==> run_1/closeup.png <==
Bar = 10 um. Window x 24 to 64, y 19 to 59 um. Cells in grey, sequential cells in the stronger grey; small squares are vias.
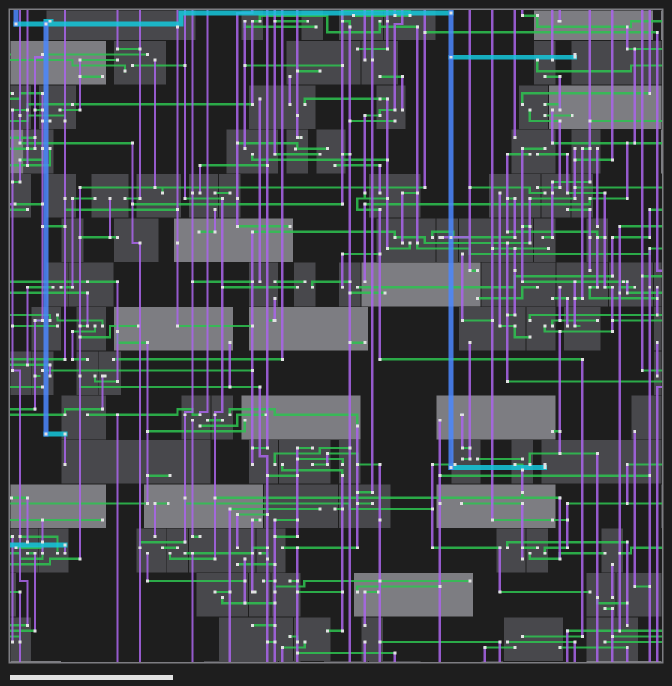
==> run_1/congestion_map.png <==
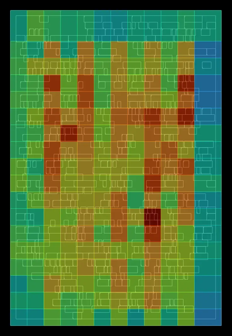
==> run_1/sizing.png <==
Bar = 20 um.
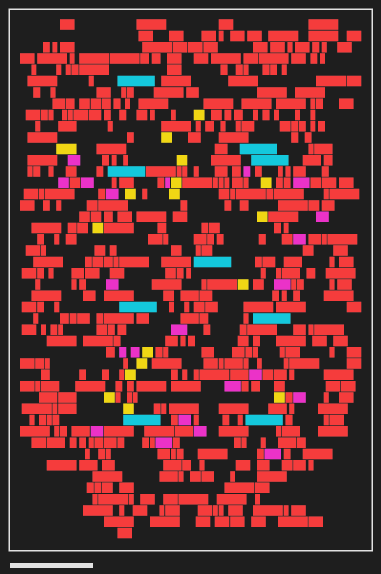
**config.mk**
```make
export PLATFORM = sky130hd
export DESIGN_NAME = signed_dec_formatter_flat
export DESIGN_NICKNAME = d
export VERILOG_FILES = /design/src/rtl/signed_dec_formatter_if.sv /design/src/rtl/signed_dec_formatter.sv /design/src/flat_wrapper.sv
export SDC_FILE = /design/constraint.sdc
export NUM_CORES = 1
export LEC_CHECK = 0
export CAP_MARGIN = 5
export CELL_PAD_IN_SITES_DETAIL_PLACEMENT = 0
export CELL_PAD_IN_SITES_GLOBAL_PLACEMENT = 1
export CORE_AREA = 2 2 85 128
export DETAILED_ROUTE_END_ITERATION = 10
export DIE_AREA = 0 0 87 130
export MAX_ROUTING_LAYER = met4
export PLACE_DENSITY_LB_ADDON = 0.08
export SYNTH_ARGS = -nofsm -noshare
export SYNTH_HDL_FRONTEND = slang
export SYNTH_SLANG_ARGS = --single-unit
```
**constraint.sdc**
```tcl
create_clock -name clk -period 2.7 [get_ports clk]
set_clock_uncertainty 0.2 [all_clocks]
set_input_delay 0.54 -clock clk [delete_from_list [all_inputs] [get_ports clk]]
set_output_delay 0.54 -clock clk [all_outputs]
set_load 0.02 [all_outputs]
```
**src/rtl/signed_dec_formatter_if.sv**
```systemverilog
// Handshake and digit-field bundle between a requester and signed_dec_formatter.
interface signed_dec_formatter_if #(
  parameter int W    = 10,
  parameter int NDIG = 6
);
  logic                 start;
  logic [W-1:0]         value;
  logic                 busy;
  logic                 done;
  logic [4*NDIG-1:0]    num;
  logic [NDIG-1:0]      sign;
  logic [NDIG-1:0]      off;

  modport master (output start, value, input busy, done, num, sign, off);
  modport slave  (input start, value, output busy, done, num, sign, off);
endinterface

```
**src/rtl/signed_dec_formatter.sv**
```systemverilog
// Two's-complement to per-digit decimal fields (digit code, minus, blank) for
// seven-segment drivers, using a multi-cycle double-dabble conversion.
module signed_dec_formatter #(
  parameter int W    = 10,
  parameter int NDIG = 6
) (
  input  logic                  clk,
  input  logic                  rst_n,
  signed_dec_formatter_if.slave bus
);
  localparam int CW = $clog2(W + 1);
  localparam int BW = 4 * NDIG;

  function automatic longint p10(input int n);
    longint r = 1;
    for (int i = 0; i < n; i++) r = r * 10;
    return r;
  endfunction

  // A sign position must always remain above the widest magnitude.
  if (W < 2 || W > 16) begin : g_bad_w
    $error("signed_dec_formatter: W must be in 2..16");
  end
  if (p10(NDIG - 1) <= (longint'(1) << (W - 1))) begin : g_bad_ndig
    $error("signed_dec_formatter: NDIG too small for a sign position");
  end

  typedef enum logic [1:0] {IDLE, ABS, SHIFT, FORMAT} state_t;
  state_t state, state_n;

  logic [W-1:0]    val_q;
  logic            neg;
  logic [W-1:0]    mag;
  logic [BW-1:0]   bcd, bcd_adj;
  logic [CW-1:0]   cnt;
  logic            done_q;
  logic [BW-1:0]   num_q, num_f;
  logic [NDIG-1:0] sign_q, sign_f, off_q, off_f;
  int              m;

  always_ff @(posedge clk) begin
    if (!rst_n) state <= IDLE;
    else        state <= state_n;
  end

  always_comb begin
    state_n = state;
    case (state)
      IDLE:    if (bus.start) state_n = ABS;
      ABS:     state_n = SHIFT;
      SHIFT:   if (cnt == CW'(1)) state_n = FORMAT;
      FORMAT:  state_n = IDLE;
      default: state_n = IDLE;
    endcase
  end

  always_comb begin
    bus.busy = (state != IDLE);
    bus.done = done_q;
    bus.num  = num_q;
    bus.sign = sign_q;
    bus.off  = off_q;
  end

  for (genvar d = 0; d < NDIG; d++) begin : g_adj
    assign bcd_adj[4*d +: 4] = (bcd[4*d +: 4] >= 4'd5) ? bcd[4*d +: 4] + 4'd3
                                                       : bcd[4*d +: 4];
  end

  // Magnitude is fully shifted out by FORMAT, so a zero BCD means zero value.
  always_comb begin
    m      = 0;
    num_f  = '0;
    sign_f = '0;
    off_f  = '0;
    for (int i = 0; i < NDIG; i++)
      if (bcd[4*i +: 4] != 4'd0) m = i;
    for (int i = 0; i < NDIG; i++) begin
      if (i <= m) num_f[4*i +: 4] = bcd[4*i +: 4];
      else        off_f[i] = 1'b1;
      if (neg && (bcd != '0) && (i == m + 1)) begin
        sign_f[i] = 1'b1;
        off_f[i]  = 1'b0;
      end
    end
  end

  always_ff @(posedge clk) begin
    if (!rst_n) begin
      val_q  <= '0;
      neg    <= 1'b0;
      mag    <= '0;
      bcd    <= '0;
      cnt    <= '0;
      done_q <= 1'b0;
      num_q  <= '0;
      sign_q <= '0;
      off_q  <= {{(NDIG-1){1'b1}}, 1'b0};
    end else begin
      done_q <= (state == FORMAT);
      case (state)
        IDLE: if (bus.start) val_q <= bus.value;
        ABS: begin
          neg <= val_q[W-1];
          mag <= val_q[W-1] ? (~val_q + W'(1)) : val_q;
          bcd <= '0;
          cnt <= CW'(W);
        end
        SHIFT: begin
          bcd <= {bcd_adj[BW-2:0], mag[W-1]};
          mag <= {mag[W-2:0], 1'b0};
          cnt <= cnt - CW'(1);
        end
        FORMAT: begin
          num_q  <= num_f;
          sign_q <= sign_f;
          off_q  <= off_f;
        end
        default: ;
      endcase
    end
  end
endmodule
```
**src/flat_wrapper.sv**
```systemverilog
// flat-port wrapper written by rule: the top's interface ports become plain ports
module signed_dec_formatter_flat 
#(
  parameter int W    = 10,
  parameter int NDIG = 6
)
  (clk, rst_n, bus_start, bus_value, bus_busy, bus_done, bus_num, bus_sign, bus_off);
  signed_dec_formatter_if #(.W(W), .NDIG(NDIG)) bus_i ();
  input  logic clk;
  input  logic rst_n;
  input wire logic [$bits(bus_i.start)-1:0] bus_start;
  input wire logic [$bits(bus_i.value)-1:0] bus_value;
  output wire logic [$bits(bus_i.busy)-1:0] bus_busy;
  output wire logic [$bits(bus_i.done)-1:0] bus_done;
  output wire logic [$bits(bus_i.num)-1:0] bus_num;
  output wire logic [$bits(bus_i.sign)-1:0] bus_sign;
  output wire logic [$bits(bus_i.off)-1:0] bus_off;
  assign bus_i.start = bus_start;
  assign bus_i.value = bus_value;
  assign bus_busy = bus_i.busy;
  assign bus_done = bus_i.done;
  assign bus_num = bus_i.num;
  assign bus_sign = bus_i.sign;
  assign bus_off = bus_i.off;
  signed_dec_formatter #(.W(W), .NDIG(NDIG)) u_core (.clk(clk), .rst_n(rst_n), .bus(bus_i));
endmodule
```
==> results_slide.txt, run 1 <==
Run Summary

Cells and area
  • Multi-input combinational cell area: 2187 um2
  • Non-clk bufs: 66
  • Largest class: combinational gates
  • Register area: 1762 um2

Global routing
  • Gr ovfl total: 0

Power
  • Logic power comb: 1.16 mW
  • Combinational fraction of design power: 31.0%
  • Clock group: 1.07 mW
  • Pwr Total: 3.738 mW

Flow run
  • Max_cap viols: 0

Timing
  • Final setup viols: 0
  • Min cycle time layout: 2429 ps
  • Total negative slack: 0 ps
  • Rel. slew slack: 65.00%

Die
  • Core Footprint: 10300 um2
  • Die width: 87 um

Worst setup path
  • Crit path DRT: 1960 ps
  • Internal reg-to-reg setup slack: 510 ps
  • CP endpoint: bus_busy
  • CP delay by family, top: buffers and inverters
  • Cell repeated most along the worst path: inv_1
  • CP max FO: 4
  • Worst path bufs/invs: 3
  • Arrival @ worst endpoint: 1690 ps
  • Worst Reg2Reg Path Length in Cells: 6
  • FF-to-FF End: u_core.bus.off[1]$_SDFFE_PN1P_

Run status
  • Status: finished clean

Synth
  • Synthesized cell area: 4184 um2
  • Synth area leader: dfxtp_1

Place
  • Placed insts: 641
  • Post-DP Area: 4813 um2
  • Port buffer count: 50

Route
  • First drt pass iteration count: 4

CTS
  • Root Driver: clkbuf_16

Worst hold path
  • Hold path endpoint: u_core.bus.num[13]$_SDFFE_PN0P_
-- closeup.png (at the start) --
blue -> M4
green -> M1
purple -> M2
cyan -> M3
cells with their middle in the window = 98
netlist names of flops here include = u_core.bcd (11)
most frequent = dfxtp_1 (13), nand2_1 (12), o21ai_0 (11)
sequential cells in the window = 13

-- congestion_map.png (at the start) --
met2 Track Usage GR: 36.10%
wire per inst: 16.18 um
global route hottest layer: met2

-- sizing.png (at the start) --
red -> x1 and smaller  # cells 486, share 91%
yellow -> x3 and x4  # cells 17, share 3.2%
magenta -> x2  # cells 22, share 4.1%
cyan -> x6 and larger  # cells 9, share 1.7%

[run 1: registers in the layout (all words and copies together), names as in the netlist]
register	cells
u_core.mag	10
u_core.bus.off	6
u_core.bus.num	24
u_core.neg	1
u_core.bus.done	1
u_core.val_q	10
u_core.bcd	24
u_core.state	2
u_core.cnt	4
u_core.bus.sign	6
[run 1: cells by family (layout without fill, tap and decap cells)]
family          count (synthesis)  after routing  share of synthesized area (%)
mux                            24             24                          5.921
compound gates                116            116                          17.37
simple gates                  168            168                          19.89
xor+xnor                       12             12                          2.512
flops                          88             88                          42.11
buf+inv                        52            104                          5.621
fa+ha+maj                      22             22                          6.579
[run 1: routing by layer]
metal / up-vias / part of all wire, %
met5: - / 0
met4: 0 / 2.1
met3: 16 / 2.9
met2: 54 / 56
met1: 1695 / 39
li1: 1784 / -
==> run 2, diff against run 1 <==
--- a/config.mk
+++ b/config.mk
@@ -5,7 +5,7 @@
 export SDC_FILE = /design/constraint.sdc
 export NUM_CORES = 1
 export LEC_CHECK = 0
-export CAP_MARGIN = 5
+export CAP_MARGIN = 20
 export CELL_PAD_IN_SITES_DETAIL_PLACEMENT = 0
 export CELL_PAD_IN_SITES_GLOBAL_PLACEMENT = 1
 export CORE_AREA = 2 2 85 128
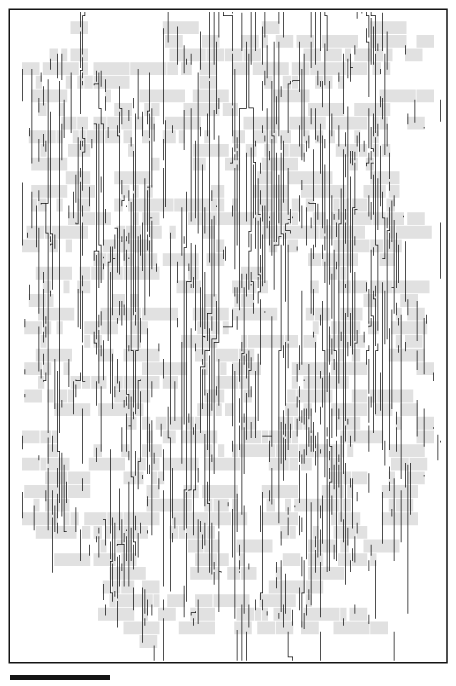
(run_2/m2.png)
Bar = 20 um.
longest straight run = 70.0 um
wire length on this layer = 5900 um
share of all routed wire = 56%
via count: 3549
final wirelength: 10.58 mm

==> run 2 against run 1 <==
Total power is the same. Worst hold slack is the same. Wire length is the same. Fmax is the same. Sequential power is essentially flat. Largest cell class unchanged. Largest power group unchanged. Die area is the same. Area after synthesis is the same. Utilization is the same. Sequential share of layout area is the same. Setup slack is the same. Flip-flop count is the same. Critical path depth is the same.
==> results_slide.txt, run 2 <==
Run Summary

Worst setup path
  • Worst Reg2Reg Path Length in Cells: 6
  • Internal reg-to-reg setup slack: 510 ps
  • CP max FO: 4
  • FF-to-FF End: u_core.bus.off[1]$_SDFFE_PN1P_
  • Arrival @ worst endpoint: 1690 ps
  • Crit path DRT: 1960 ps
  • CP endpoint: bus_busy

Place
  • Placed insts: 641
  • Post-DP Area: 4813 um2
  • Port buffer count: 50

Synth
  • Mux share: 5.921%
  • Top FF cell, synth: dfxtp_1
  • Post-Synth AOI/OAI Area: 17.37%
  • Top post-synthesis cells by count: dfxtp_1, nand2_1, a21oi_1
  • Simple share: 19.89%
  • Yosys adder share: 6.579%
  • Mean area per synthesized cell: 8.681 um2
  • Synthesized cell area: 4184 um2
  • Top comb family, area: simple AND/OR/NAND/NOR gates
  • Synth area leader: dfxtp_1
  • EDFF count, synth: 0

CTS
  • Root Driver: clkbuf_16
  • CTS buffer count: 9

Power
  • Combinational fraction of design power: 31.0%
  • Pwr Total: 3.738 mW
  • Logic power comb: 1.16 mW
  • Clock group: 1.07 mW
  • Internal: 2.457 mW

Worst hold path
  • Hold path endpoint: u_core.bus.num[13]$_SDFFE_PN0P_

Die
  • Core Footprint: 10300 um2
  • Die width: 87 um

Timing
  • Min cycle time layout: 2429 ps
  • Final setup viols: 0
  • Total negative slack: 0 ps
  • Rel. slew slack: 65.00%

Flow run
  • Max_cap viols: 0

Run status
  • Status: finished clean

Route
  • First drt pass iteration count: 4
  • Wire per inst: 16.18 um

Global routing
  • Gr ovfl total: 0
## run 2: cell counts in the layout (fill, tap and decap cells not counted)
Identical to the previous run, type by type.
## run 2: layer usage
layer	routed length [um]	track usage, %	vias up
li1	-	-	1784
met1	4145	21.79	1695
met2	5901	36.10	54
met3	306	2.593	16
met4	227	8.732	0
met5	0	-	-
## run 2: final cells by class
type | instances | area, um2 | share of cell area, %
sequential | 88 | 1762 | 34.84
clock inverter | 2 | 10.01 | 0.1980
multi-input combinational | 342 | 2187 | 43.26
tap | 120 | 150.1 | 2.970
clock buffer | 11 | 232.7 | 4.603
inverter | 25 | 93.84 | 1.856
timing repair buffer | 66 | 620.6 | 12.27
## run 2: critical path, cell delays in order (launching register included)
cell             delay, ps
dfxtp_1                370
inv_1                  100
ha_1                   230
inv_1                   60
clkdlybuf4s50_1        590
==> run_2/m1.png <==
Bar = 20 um. Supply wires on this layer in grey.
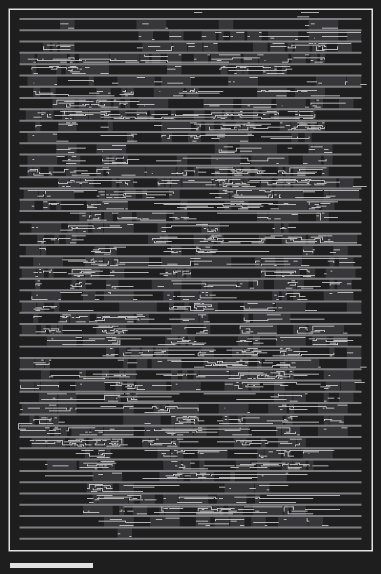

==> run 3, diff against run 2 <==
--- a/config.mk
+++ b/config.mk
@@ -13,6 +13,7 @@
 export DIE_AREA = 0 0 87 130
 export MAX_ROUTING_LAYER = met4
 export PLACE_DENSITY_LB_ADDON = 0.08
+export RECOVER_POWER = 50
 export SYNTH_ARGS = -nofsm -noshare
 export SYNTH_HDL_FRONTEND = slang
 export SYNTH_SLANG_ARGS = --single-unit
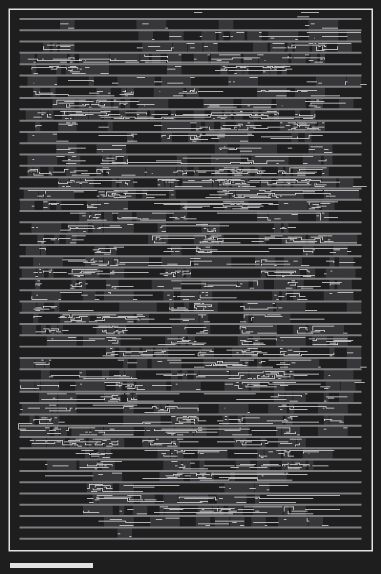
(run_3/m1.png)
Bar = 20 um. Supply wires on this layer in grey.
main direction = horizontal
wire length on this layer = 4200 um
longest straight run = 28.5 um
nets with wire on the layer = 512
share of all routed wire = 40%
grt met1 use: 21.79%
final wirelength: 10.59 mm
via count: 3545

==> run 3 against run 2 <==
Critical endpoint unchanged. Via count fell by 0.11%. Clock power barely moved. Sequential power about the same. First-iteration DRC count decreased by 3.4%. Fmax hardly changed. Setup slack worse by 1.4 ps. Clock-buffer cell count is the same. Utilization hardly changed.
==> results_slide.txt, run 3 <==
Run Summary

Synth
  • EDFF count, synth: 0
  • Top FF cell, synth: dfxtp_1
  • Mean area per synthesized cell: 8.681 um2
  • Top post-synthesis cells by count: dfxtp_1, nand2_1, a21oi_1
  • Synthesized cell area: 4184 um2

Timing
  • Rel. slew slack: 54.80%
  • Final setup viols: 0
  • Min cycle time layout: 2430 ps

Flow run
  • Max_cap viols: 0

Cells and area
  • Multi-input combinational cell area: 2187 um2
  • Largest class: combinational gates
  • Clock buf count: 11
  • FFs & Latches: 88
  • Inverters: 25
  • Non-clk bufs: 66
  • Layout non-clock buf frac: 12.19%
  • Number of multi-input logic gates: 342
  • Flop share of the area: 34.88%
  • Clock network area share: 4.806%

Power
  • Internal: 2.454 mW
  • Logic power comb: 1.16 mW
  • Clock group: 1.07 mW
  • Pwr Total: 3.741 mW

Global routing
  • Gr ovfl total: 0
  • Global route hottest layer: met2
  • Met2 Track Usage GR: 36.10%
  • Met3 Usage GRT: 2.593%

Worst setup path
  • Critical-path top delay cell: clkdlybuf4s50_1
  • CP delay by family, top: buffers and inverters
  • CP max FO: 4
  • Worst Reg2Reg Path Length in Cells: 6
  • Cell breakdown of the critical path: inv_1, ha_1, inv_1, clkdlybuf4s50_1
  • Worst path bufs/invs: 3

Route
  • WL met2: 5.864 mm
  • Top routing layer used: met4
  • Wire per inst: 16.19 um
  • WL met1: 4.196 mm
  • First drt pass iteration count: 4

Run status
  • Status: finished clean

Die
  • Die width: 87 um
  • Tapcells: 120
  • Core Footprint: 10300 um2

Place
  • Placed insts: 641
  • Port buffer count: 50

CTS
  • Root Driver: clkbuf_16

Worst hold path
  • Hold path endpoint: u_core.bus.num[13]$_SDFFE_PN0P_
## run 3: cell count changes in the layout (fill, tap and decap cells not counted)
| cell | before | now |
|---|---|---|
| clkdlybuf4s50_1 | 50 | 31 |
| dlygate4sd3_1 | 0 | 19 |
| buf_4 | 16 | 14 |
| clkbuf_2 | 0 | 2 |
| inv_1 | 23 | 24 |
| inv_2 | 1 | 0 |
## run 3: cells by family (layout without fill, tap and decap cells)
kind of cell | count (synthesis) | count (layout) | share of synthesized area (%)
XOR/XNOR | 12 | 12 | 2.512
flip-flops | 88 | 88 | 42.11
AND/OR/NAND/NOR | 168 | 168 | 19.89
buffers and inverters | 52 | 104 | 5.621
adder cells (fa/ha/maj) | 22 | 22 | 6.579
AND-OR/OR-AND | 116 | 116 | 17.37
multiplexers | 24 | 24 | 5.921
Power and IR drop assume default switching activity.
